**src/rtl/lr_shift_seq_pkg.sv**
```systemverilog
// Shared definitions for the sequential left/right shifter:
// direction/mode encodings, FSM states and a constant clog2.
package lr_shift_seq_pkg;

    typedef enum logic {
        DIR_LEFT  = 1'b0,
        DIR_RIGHT = 1'b1
    } shift_dir_t;

    // Encoding 3 is reserved and behaves as logical.
    typedef enum logic [1:0] {
        MODE_LOGICAL = 2'd0,
        MODE_ARITH   = 2'd1,
        MODE_ROTATE  = 2'd2,
        MODE_RSVD    = 2'd3
    } shift_mode_t;

    typedef enum logic [1:0] {
        IDLE  = 2'd0,
        SHIFT = 2'd1,
        DONE  = 2'd2
    } state_t;

    function automatic int clog2(input int n);
        int r;
        int v;
        r = 0;
        v = n - 1;
        while (v > 0) begin
            r = r + 1;
            v = v >> 1;
        end
        return r;
    endfunction

endpackage

```
**src/rtl/lr_shift_stage.sv**
```systemverilog
// One power-of-two shifter stage: moves data by 2^k in the given
// direction with zero, sign or wrap-around fill.
module lr_shift_stage
    import lr_shift_seq_pkg::*;
#(
    parameter int width = 8,
    parameter int S     = clog2(width)
) (
    input  logic [width-1:0] data,
    input  logic [S-1:0]     k,
    input  shift_dir_t       dir,
    input  shift_mode_t      mode,
    input  logic             sign,
    output logic [width-1:0] result
);

    logic [2*width-1:0] wide;
    logic [width-1:0]   spill;
    logic               rot;
    logic               fill;
    int                 amt;

    // The half concatenated beside data supplies the incoming bits:
    // a copy of data for rotate, zeros or sign bits otherwise.
    always_comb begin
        amt    = 1 << k;
        rot    = (mode == MODE_ROTATE);
        fill   = (mode == MODE_ARITH) && (dir == DIR_RIGHT) && sign;
        spill  = rot ? data : {width{fill}};
        wide   = '0;
        result = '0;
        if (dir == DIR_LEFT) begin
            wide   = {data, spill} << amt;
            result = wide[2*width-1:width];
        end else begin
            wide   = {spill, data} >> amt;
            result = wide[width-1:0];
        end
    end

endmodule

```
**src/rtl/lr_shift_seq.sv**
```systemverilog
// Multi-cycle shifter: resolves one power-of-two stage per clock
// between valid/ready producer and consumer handshakes.
module lr_shift_seq
    import lr_shift_seq_pkg::*;
#(
    parameter int width = 8
) (
    input  logic                      clk,
    input  logic                      rst,
    input  logic [width-1:0]          iBits,
    input  logic [clog2(width)-1:0]   shift,
    input  logic                      dir,
    input  logic [1:0]                mode,
    input  logic                      iValid,
    output logic                      iReady,
    output logic [width-1:0]          oBits,
    output logic                      oValid,
    input  logic                      oReady
);

    localparam int S = clog2(width);
    localparam logic [S-1:0] K_LAST = S'(S - 1);

    state_t           state;
    state_t           state_nx;
    logic [width-1:0] acc;
    logic [width-1:0] stage_out;
    logic [S-1:0]     k;
    logic [S-1:0]     shift_q;
    shift_dir_t       dir_q;
    shift_mode_t      mode_q;
    logic             sign_q;
    logic             accept;
    logic             stage_en;

    assign accept   = (state == IDLE) && iValid;
    assign stage_en = |(shift_q & (S'(1) << k));

    always_ff @(posedge clk) begin
        if (rst) begin
            state <= IDLE;
        end else begin
            state <= state_nx;
        end
    end

    always_comb begin
        state_nx = state;
        unique case (state)
            IDLE:    if (iValid)       state_nx = SHIFT;
            SHIFT:   if (k == K_LAST)  state_nx = DONE;
            DONE:    if (oReady)       state_nx = IDLE;
            default:                   state_nx = IDLE;
        endcase
    end

    always_ff @(posedge clk) begin
        if (rst) begin
            acc     <= '0;
            k       <= '0;
            shift_q <= '0;
            dir_q   <= DIR_LEFT;
            mode_q  <= MODE_LOGICAL;
            sign_q  <= 1'b0;
        end else if (accept) begin
            acc     <= iBits;
            k       <= '0;
            shift_q <= shift;
            dir_q   <= shift_dir_t'(dir);
            mode_q  <= shift_mode_t'(mode);
            sign_q  <= iBits[width-1];
        end else if (state == SHIFT) begin
            if (stage_en) begin
                acc <= stage_out;
            end
            k <= k + 1'b1;
        end
    end

    lr_shift_stage #(
        .width (width),
        .S     (S)
    ) u_stage (
        .data   (acc),
        .k      (k),
        .dir    (dir_q),
        .mode   (mode_q),
        .sign   (sign_q),
        .result (stage_out)
    );

    assign iReady = (state == IDLE);
    assign oValid = (state == DONE);
    assign oBits  = acc;

endmodule

```
**config.mk**
```make
export PLATFORM = sky130hd
export DESIGN_NAME = lr_shift_seq
export DESIGN_NICKNAME = d
export VERILOG_FILES = /design/src/rtl/lr_shift_seq_pkg.sv /design/src/rtl/lr_shift_stage.sv /design/src/rtl/lr_shift_seq.sv
export SDC_FILE = /design/constraint.sdc
export NUM_CORES = 1
export LEC_CHECK = 0
export ABC_AREA = 1
export CORE_AREA = 2 2 69 87
export CTS_CLUSTER_DIAMETER = 80
export CTS_CLUSTER_SIZE = 8
export DETAILED_ROUTE_END_ITERATION = 16
export DIE_AREA = 0 0 71 89
export PLACE_DENSITY = 0.67
export SLEW_MARGIN = 20
export SYNTH_ARGS = -nofsm -noshare
export SYNTH_HDL_FRONTEND = slang
export SYNTH_SLANG_ARGS = --single-unit
```
**constraint.sdc**
```tcl
create_clock -name clk -period 1.9 [get_ports clk]
set_clock_uncertainty 0.1 [all_clocks]
set_input_delay 0.285 -clock clk [delete_from_list [all_inputs] [get_ports clk]]
set_output_delay 0.285 -clock clk [all_outputs]
set_load 0.005 [all_outputs]
```
Fig. 1: run 1, routing congestion map
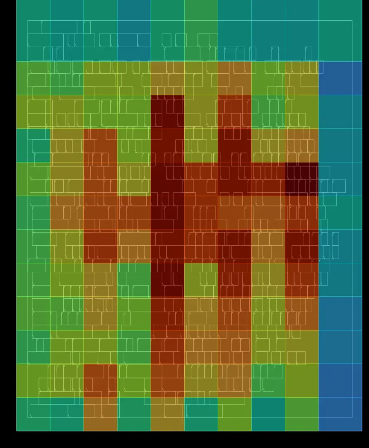
routing usage on met3: 2.37%
total global routing track utilization: 26.5%
busiest metal layer after global routing: met2

Fig. 2: run 1, metal layers overlaid
Bar = 20 um.
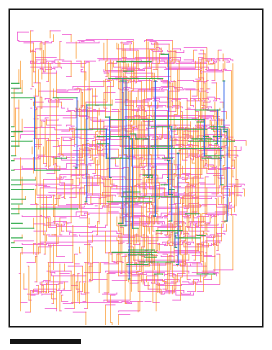
- magenta: metal 1 (wire length 3340 um)
- green: metal 3 (wire length 436 um)
- blue: metal 4 (wire length 470 um)
- orange: metal 2 (wire length 3680 um)
detailed-route via count: 3038
final WL: 7.93 mm

Fig. 3: run 1, placement by cell class
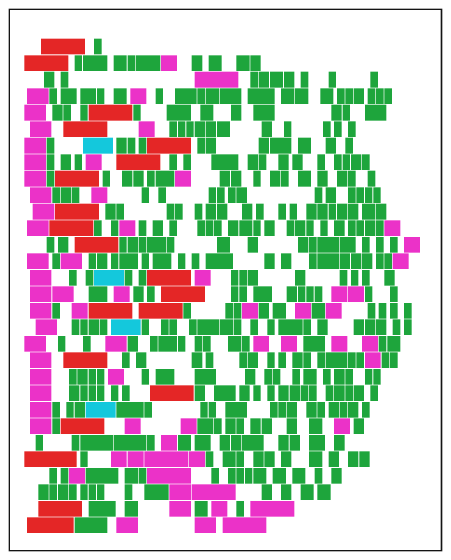
- magenta: remaining buffers and delay cells (cells 66)
- cyan: clock drivers and dummy loads (cells 4)
- red: sequential cells (cells 20)
- green: combinational and other logic (cells 398)
post-layout instance area: 0.00317 mm^2
core area: 0.00544 mm^2
sequential share of cell area: 12.8%
Final Util: 58.2%

==> run 1: power groups by stage <==
stage / clock, mW / combinational (mW) / sequential (mW)
3_3_place_gp: 0 / 0.706 / 0.475
5_1_grt: 0.344 / 0.835 / 0.469
6_report: 0.325 / 0.750 / 0.466
4_1_cts: 0.334 / 0.722 / 0.466
3_5_place_dp: 0 / 0.704 / 0.476
2_1_floorplan: 0 / 0.463 / 0.475
==> run 1: layer usage <==
metal	GRT usage [%]	wire, um	vias to the layer above
li1	-	-	1519
met1	32.7	3340	1339
met2	45.6	3680	138
met3	2.37	435	42
met4	14.6	469	0
met5	0	0	-
==> run 1: what timing repair did <==
action                     in CTS  in global routing
gates cloned                    0                  0
hold buffers                    0                  0
setup buffers                   0                  1
pin swaps                       2                  1
gates resized                  17                 16
setup endpoints to repair       8                  8
==> flow_summary.json, run 1 <==
{
  "status": "finished with violations",
  "failing_checks": "setup timing",
  "power_frac_seq_pct": 30.2,
  "die-width_um": 71,
  "i_o_pin_total": 28,
  "critPathArrivalTime_ns": 2.27,
  "unrepaired_setup_endpoints_after_global_routing": "yes",
  "synth.mux.area_fraction_pct": 0,
  "worst-path-max-fanout": 22,
  "htree_levels": 1,
  "maxSlewViolCount": 0,
  "grt_pass1_vias": 2945,
  "synth.avg_cell_area_um2": 5.45,
  "synth.cellmix.simpleShare_pct": 56.9,
  "yosys.stat.chipArea_mm2": 0.00239,
  "numClockSinks": 20,
  "synthesis.area_mm2": 0.00239,
  "fin_ws_ns": -0.277,
  "mostFrequentLayoutCells": "sky130_fd_sc_hd__nand2_1, sky130_fd_sc_hd__nand3_1, sky130_fd_sc_hd__inv_1, sky130_fd_sc_hd__buf_4, sky130_fd_sc_hd__clkdlybuf4s50_1",
  "detail_route.vias_per_cell": 5.50,
  "buffer_ports.inserted": 27,
  "wp_depth": 15,
  "power.total_mw": 1.54,
  "synth.yosys.seq_area_share_pct": 16.8,
  "reg2reg_slack_ns": -0.28,
  "dp_hpwl_mm": 6.30,
  "post_layout_nonfiller_instances": 552,
  "worst_hold_start": "shift_q[1]",
  "placementRows": 30,
  "comb_cells": 353,
  "timing.hold.ws_ns": 0.368,
  "insertedDiodeCount": 0,
  "mi_logic_area_mm2": 0.00182,
  "cts_tree": "yes",
  "post_synth_fa_ha_maj_area_fraction_pct": 3.15,
  "max_slew_margin_pct": 77.6,
  "clock_tree_area_fraction_pct": 1.74,
  "critical_path.reg2reg.endpoint": "oBits[0]",
  "finalSetupViolCount": 8,
  "worst_skew_pair.late_latency_ns": 0.26
}
==> run 2: changes to the inputs <==
- HOLD_SLACK_MARGIN: default -> 0.03
==> run 2 against run 1 <==
The run still ends with setup timing left. Flip-flop count unchanged. Via count unchanged. Global-route usage unchanged. Critical path depth unchanged. Core utilization unchanged. Cell area unchanged. Synthesized area unchanged. Non-clock buffer count unchanged. Sequential share of layout area unchanged. First-iteration DRC count unchanged. Die area unchanged. Routed wire length unchanged.
==> flow_summary.json, run 2 <==
{
  "status": "finished with violations",
  "failing_checks": "setup timing",
  "mi_logic_area_mm2": 0.00182,
  "synth_warnings": 0,
  "timing.hold.ws_ns": 0.368,
  "ys_top_cells_by_area": "sky130_fd_sc_hd__nand2_1, sky130_fd_sc_hd__dfxtp_1, sky130_fd_sc_hd__nand3_1, sky130_fd_sc_hd__inv_1, sky130_fd_sc_hd__a21oi_1",
  "largest_family_of_logic_cells_by_area": "simple AND/OR/NAND/NOR gates",
  "grt_pass1_vias": 2945,
  "groute.layer.met2.usage_pct": 45.6,
  "worst_hold_start": "shift_q[1]",
  "critPathCaptureType": "register",
  "worst_skew_pair.late_latency_ns": 0.26,
  "wl_met1_mm": 3.34,
  "synth.cellmix.simpleShare_pct": 56.9,
  "r2r-start": "k[0]",
  "dieHeight_um": 89,
  "post_synth_fa_ha_maj_area_fraction_pct": 3.15,
  "comb-power_mw": 0.750,
  "routing_usage_on_met3_pct": 2.37,
  "layout_worst_path_cycle_share_pct": 115,
  "top_signal_layer_used": "met4",
  "synthesis.area_mm2": 0.00239,
  "synth.avg_cell_area_um2": 5.45,
  "worst-path-max-fanout": 22,
  "synth.yosys.seq_area_share_pct": 16.8,
  "unrepaired_setup_endpoints_after_global_routing": "yes",
  "die-width_um": 71,
  "largest_reg_flops": 8,
  "insertedDiodeCount": 0,
  "grt_most_used_layer": "met2",
  "routed-via-count": 3038,
  "dominant_power_group": "combinational cells",
  "fin_ws_ns": -0.277,
  "seq-power_mw": 0.466,
  "gr-usage-met1_pct": 32.7,
  "fp_util_pct": 43.8,
  "synth_flops": 20,
  "synthTopCellsByCount": "sky130_fd_sc_hd__nand2_1, sky130_fd_sc_hd__nand3_1, sky130_fd_sc_hd__inv_1, sky130_fd_sc_hd__a21oi_1, sky130_fd_sc_hd__dfxtp_1",
  "i_o_pin_total": 28,
  "clock_net_power_mw": 0.325,
  "numClockSinks": 20,
  "p_int_mw": 0.920,
  "final_antenna_net_count": 0,
  "critPathArrivalTime_ns": 2.27,
  "clock_tree_area_fraction_pct": 1.74,
  "yosys.stat.chipArea_mm2": 0.00239,
  "power.density_mw_per_mm2": 486,
  "wp_depth": 15,
  "power.total_mw": 1.54,
  "reg2reg_slack_ns": -0.28,
  "routed_wl_mm": 7.93,
  "routed-wl-met2_mm": 3.68,
  "coreArea_mm2": 0.00544,
  "clockRootBuffer": "sky130_fd_sc_hd__clkbuf_8",
  "postLayoutCoreUtil_pct": 58.2,
  "buffer_ports.inserted": 27,
  "ff_type": "sky130_fd_sc_hd__dfxtp_1",
  "power_frac_seq_pct": 30.2,
  "detail_route.vias_per_cell": 5.50,
  "grt_remaining_overflow": 0,
  "maxSlewViolCount": 0,
  "timing.final.hold_violations": 0,
  "critical_path.startpoint": "k[0]",
  "wl_met3_um": 435,
  "htree_levels": 1,
  "netlist.top_cell.by_area": "sky130_fd_sc_hd__nand2_1",
  "ff_latch_area_um2": 405,
  "global_route.usage.total_pct": 26.5,
  "critical_path.reg2reg.endpoint": "oBits[0]",
  "net-switching-power_mw": 0.621,
  "syn_inst_count": 438,
  "ys_sh_aoi_pct": 11.2,
  "nonClkBufAreaFrac_pct": 20.1,
  "comb_cells": 353,
  "finalSetupViolCount": 8,
  "max_slew_margin_pct": 77.6,
  "mostFrequentLayoutCells": "sky130_fd_sc_hd__nand2_1, sky130_fd_sc_hd__nand3_1, sky130_fd_sc_hd__inv_1, sky130_fd_sc_hd__buf_4, sky130_fd_sc_hd__clkdlybuf4s50_1",
  "crit_family": "simple AND/OR/NAND/NOR gates",
  "cts_tree": "yes",
  "synth.mux.area_fraction_pct": 0,
  "floorplan.nets": 462,
  "area.share.sequential_pct": 12.8,
  "timing_worst_setup_path_type": "reg -> reg",
  "gp_congestion": 0.964,
  "slowest_stage": "sky130_fd_sc_hd__dfxtp_4",
  "dp_hpwl_mm": 6.30,
  "yosys.area.top_type_share_pct": 28.2
}
[run 2: cell counts after synthesis]
No cell type changed its count.
[run 2: through the flow]
| stage | std cells | setup WS, ns | cell area (um^2) |
|---|---|---|---|
| final | 552 | -0.277 | 3170 |
| after global routing | 552 | -0.414 | 3170 |
| after CTS | 551 | -0.214 | 3100 |
| after detailed placement | 547 | -0.270 | 3010 |
| after global placement | 547 | -0.247 | 3010 |
| after floorplan | 438 | 0.000613 | 2420 |
[run 2: timing repair]
item	4_1_cts	5_1_grt
buffers inserted	0	1
hold buffers	0	0
gates resized	17	16
endpoints found under the setup margin	8	8
pin swaps	2	1
[run 2: cells by family after synthesis]
| kind of cell | Yosys count |
|---|---|
| simple gates | 299 |
| fa+ha+maj | 6 |
| compound gates | 48 |
| flops | 20 |
| buf+inv | 65 |
Fig. 4: run 2, placement by cell class
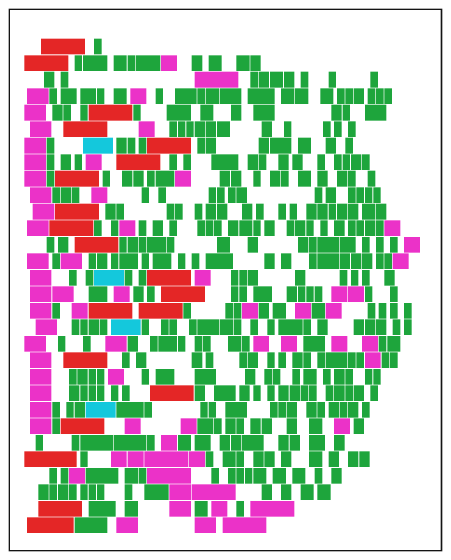
- cyan: clock drivers and dummy loads (cells 4)
- red: sequential cells (cells 20)
- magenta: remaining buffers and delay cells (cells 66)
- green: combinational and other logic (cells 398)
count of standard-cell rows: 30

Fig. 5: run 2, routed metal per tile
Bar = 20 um. The die is cut into 14 by 18 equal tiles; dark blue is low, red is high, scaled to the fullest tile. Values are wire area over tile area, all layers added.
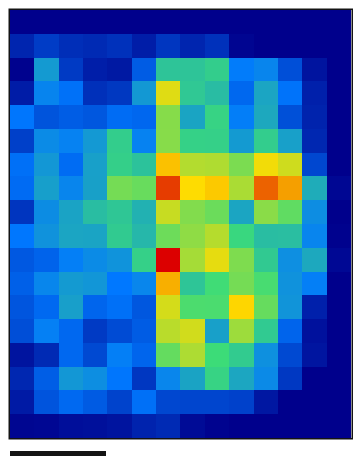
- tiles over half the peak: 18%
- nearly empty tiles: 18%
- densest ninth of the die: middle
- mean over tiles: 0.21
- fullest tile: 0.77
mean routed wirelength per cell: 14.4 um

==> run 3: changes to the inputs <==
- SKIP_CTS_REPAIR_TIMING: default -> 1
==> run 3 against run 2 <==
Cell area up 5.8%. The run still ends with setup timing left. Clock power about the same. Via count up 5.4%. Register-to-register slack worse by 0.05 ns. Largest cell class unchanged. Global-route usage down 0.071 points. Clock-buffer cell count unchanged. Sequential power about the same. Die area unchanged. Cell count up 2.2%.
==> flow_summary.json, run 3 <==
{
  "failing_checks": "setup timing",
  "yosys.stat.chipArea_mm2": 0.00239,
  "final_antenna_net_count": 0,
  "insertedDiodeCount": 0,
  "placed_cells": 547,
  "power.density_mw_per_mm2": 470,
  "i_o_pin_total": 28,
  "ys_top_cells_by_area": "sky130_fd_sc_hd__nand2_1, sky130_fd_sc_hd__dfxtp_1, sky130_fd_sc_hd__nand3_1, sky130_fd_sc_hd__inv_1, sky130_fd_sc_hd__a21oi_1",
  "ys_sh_aoi_pct": 11.2,
  "ctsLongestPathBuffers": 2,
  "fin_ws_ns": -0.322,
  "coreArea_mm2": 0.00544,
  "comb-power_mw": 0.785,
  "cts_buffers": 3,
  "synth.yosys.seq_area_share_pct": 16.8,
  "power.total_mw": 1.58,
  "ff_type": "sky130_fd_sc_hd__dfxtp_1",
  "floorplan.nets": 462,
  "dp_hpwl_mm": 6.30,
  "maxSlewViolCount": 0,
  "status": "finished with violations",
  "critPathArrivalTime_ns": 2.32,
  "floorplan.die_area_mm2": 0.00632,
  "synthTopCellsByCount": "sky130_fd_sc_hd__nand2_1, sky130_fd_sc_hd__nand3_1, sky130_fd_sc_hd__inv_1, sky130_fd_sc_hd__a21oi_1, sky130_fd_sc_hd__dfxtp_1",
  "tool_warnings": 31,
  "drcViolationCount": 0,
  "edf_count": 0,
  "clockRootBuffer": "sky130_fd_sc_hd__clkbuf_8",
  "htree_levels": 1,
  "power_frac_seq_pct": 29.5,
  "largest_reg_flops": 8,
  "die-width_um": 71,
  "net-switching-power_mw": 0.639,
  "stdcell_area_mm2": 0.00335,
  "numClockSinks": 20,
  "wp_depth": 14,
  "finalSetupViolCount": 8,
  "post_layout_nonfiller_instances": 564,
  "post_dp_cell_area_mm2": 0.00301,
  "layout_worst_path_cycle_share_pct": 117,
  "mostFrequentLayoutCells": "sky130_fd_sc_hd__nand2_1, sky130_fd_sc_hd__nand3_1, sky130_fd_sc_hd__buf_4, sky130_fd_sc_hd__inv_1",
  "synthesis.area_mm2": 0.00239,
  "timing.hold.ws_ns": 0.368,
  "yosysMostFrequentCell": "sky130_fd_sc_hd__nand2_1",
  "synth.cellmix.simpleShare_pct": 56.9,
  "syn_inst_count": 438,
  "grt_start_max_net_pins": 32,
  "synth.mux.area_fraction_pct": 0,
  "dieHeight_um": 89,
  "synth_warnings": 0,
  "timing_worst_setup_path_type": "reg -> reg",
  "clock_net_power_mw": 0.325,
  "critPathCaptureType": "register",
  "grt_pass1_vias": 2894,
  "fp_util_pct": 43.8,
  "critPathMaxStageDelay_ns": 0.36,
  "buffer_ports.inserted": 27,
  "synth.yosys.num_cells": 438,
  "dr.first_iter.drc_count": 324,
  "grt_remaining_overflow": 0,
  "slowest_stage": "sky130_fd_sc_hd__dfxtp_4",
  "timing.final.hold_violations": 0,
  "p_int_mw": 0.937,
  "gp_congestion": 0.964,
  "yosys.area.top_type_share_pct": 28.2,
  "drive_above_1_share_pct": 26.6,
  "comb_power_share_pct": 49.8,
  "detail_route.vias_per_cell": 5.68,
  "dominant_power_group": "combinational cells",
  "worst-path-max-fanout": 6,
  "placementRows": 30,
  "synth.avg_cell_area_um2": 5.45,
  "placement.setup.worst_slack_ns": -0.270,
  "max_slew_margin_pct": 77.6,
  "cts_tree": "yes",
  "worst_skew_pair.late_latency_ns": 0.26,
  "synth_flops": 20,
  "netlist.top_cell.by_area": "sky130_fd_sc_hd__nand2_1",
  "post_synth_fa_ha_maj_area_fraction_pct": 3.15,
  "crit_family": "simple AND/OR/NAND/NOR gates",
  "unrepaired_setup_endpoints_after_global_routing": "yes",
  "largest_family_of_logic_cells_by_area": "simple AND/OR/NAND/NOR gates",
  "seq-power_mw": 0.465
}
-- run 3: area by class of cell --
cell class              instances  area, um^2
fillers                       533        2090
inverters                      45         170
repair buffers                 78         774
flip-flops and latches         20         408
multi-input cells             353        1870
clock buffers                   4        55.1
well taps                      64        80.1
-- run 3: worst paths after layout --
| check | startpoint | endpoint | slack, ns |
|---|---|---|---|
| hold / removal | shift_q[1] | shift_q[1] | 0.37 |
| setup / recovery | k[0] | oBits[0] | -0.32 |
| hold reg to reg | shift_q[1] | shift_q[1] | 0.37 |
| setup reg to reg | k[0] | oBits[0] | -0.32 |
-- run 3: layer usage --
layer  GRT usage, %  wire length [um]
met1           33.4              3420
met2           46.0              4020
met3           1.58               545
met4           13.0               523
met5              0                 0
Fig. 6: run 3, metal layers overlaid
Bar = 20 um.
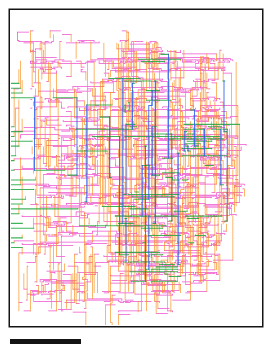
- orange: metal 2 (wire length 4020 um)
- magenta: metal 1 (wire length 3420 um)
- green: metal 3 (wire length 546 um)
- blue: metal 4 (wire length 523 um)
detailed-route via count: 3203
mean routed wirelength per cell: 15.1 um
total global routing track utilization: 26.4%
final WL: 8.51 mm

Fig. 7: run 3, placement by cell class
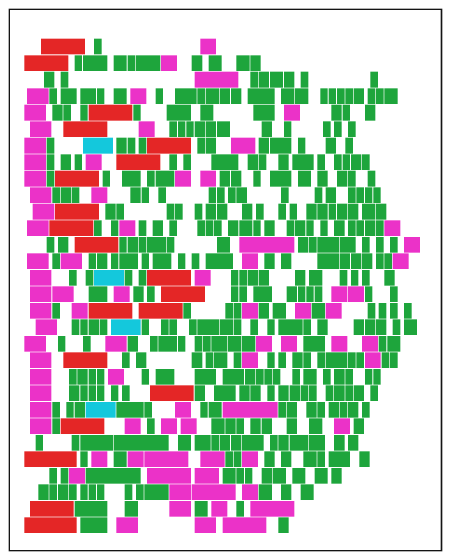
- red: sequential cells (cells 20)
- green: combinational and other logic (cells 398)
- cyan: clock drivers and dummy loads (cells 4)
- magenta: remaining buffers and delay cells (cells 78)
sequential share of cell area: 12.2%
Final Util: 61.6%

Power figures rest on the tool's default switching activity, not on a simulated workload.
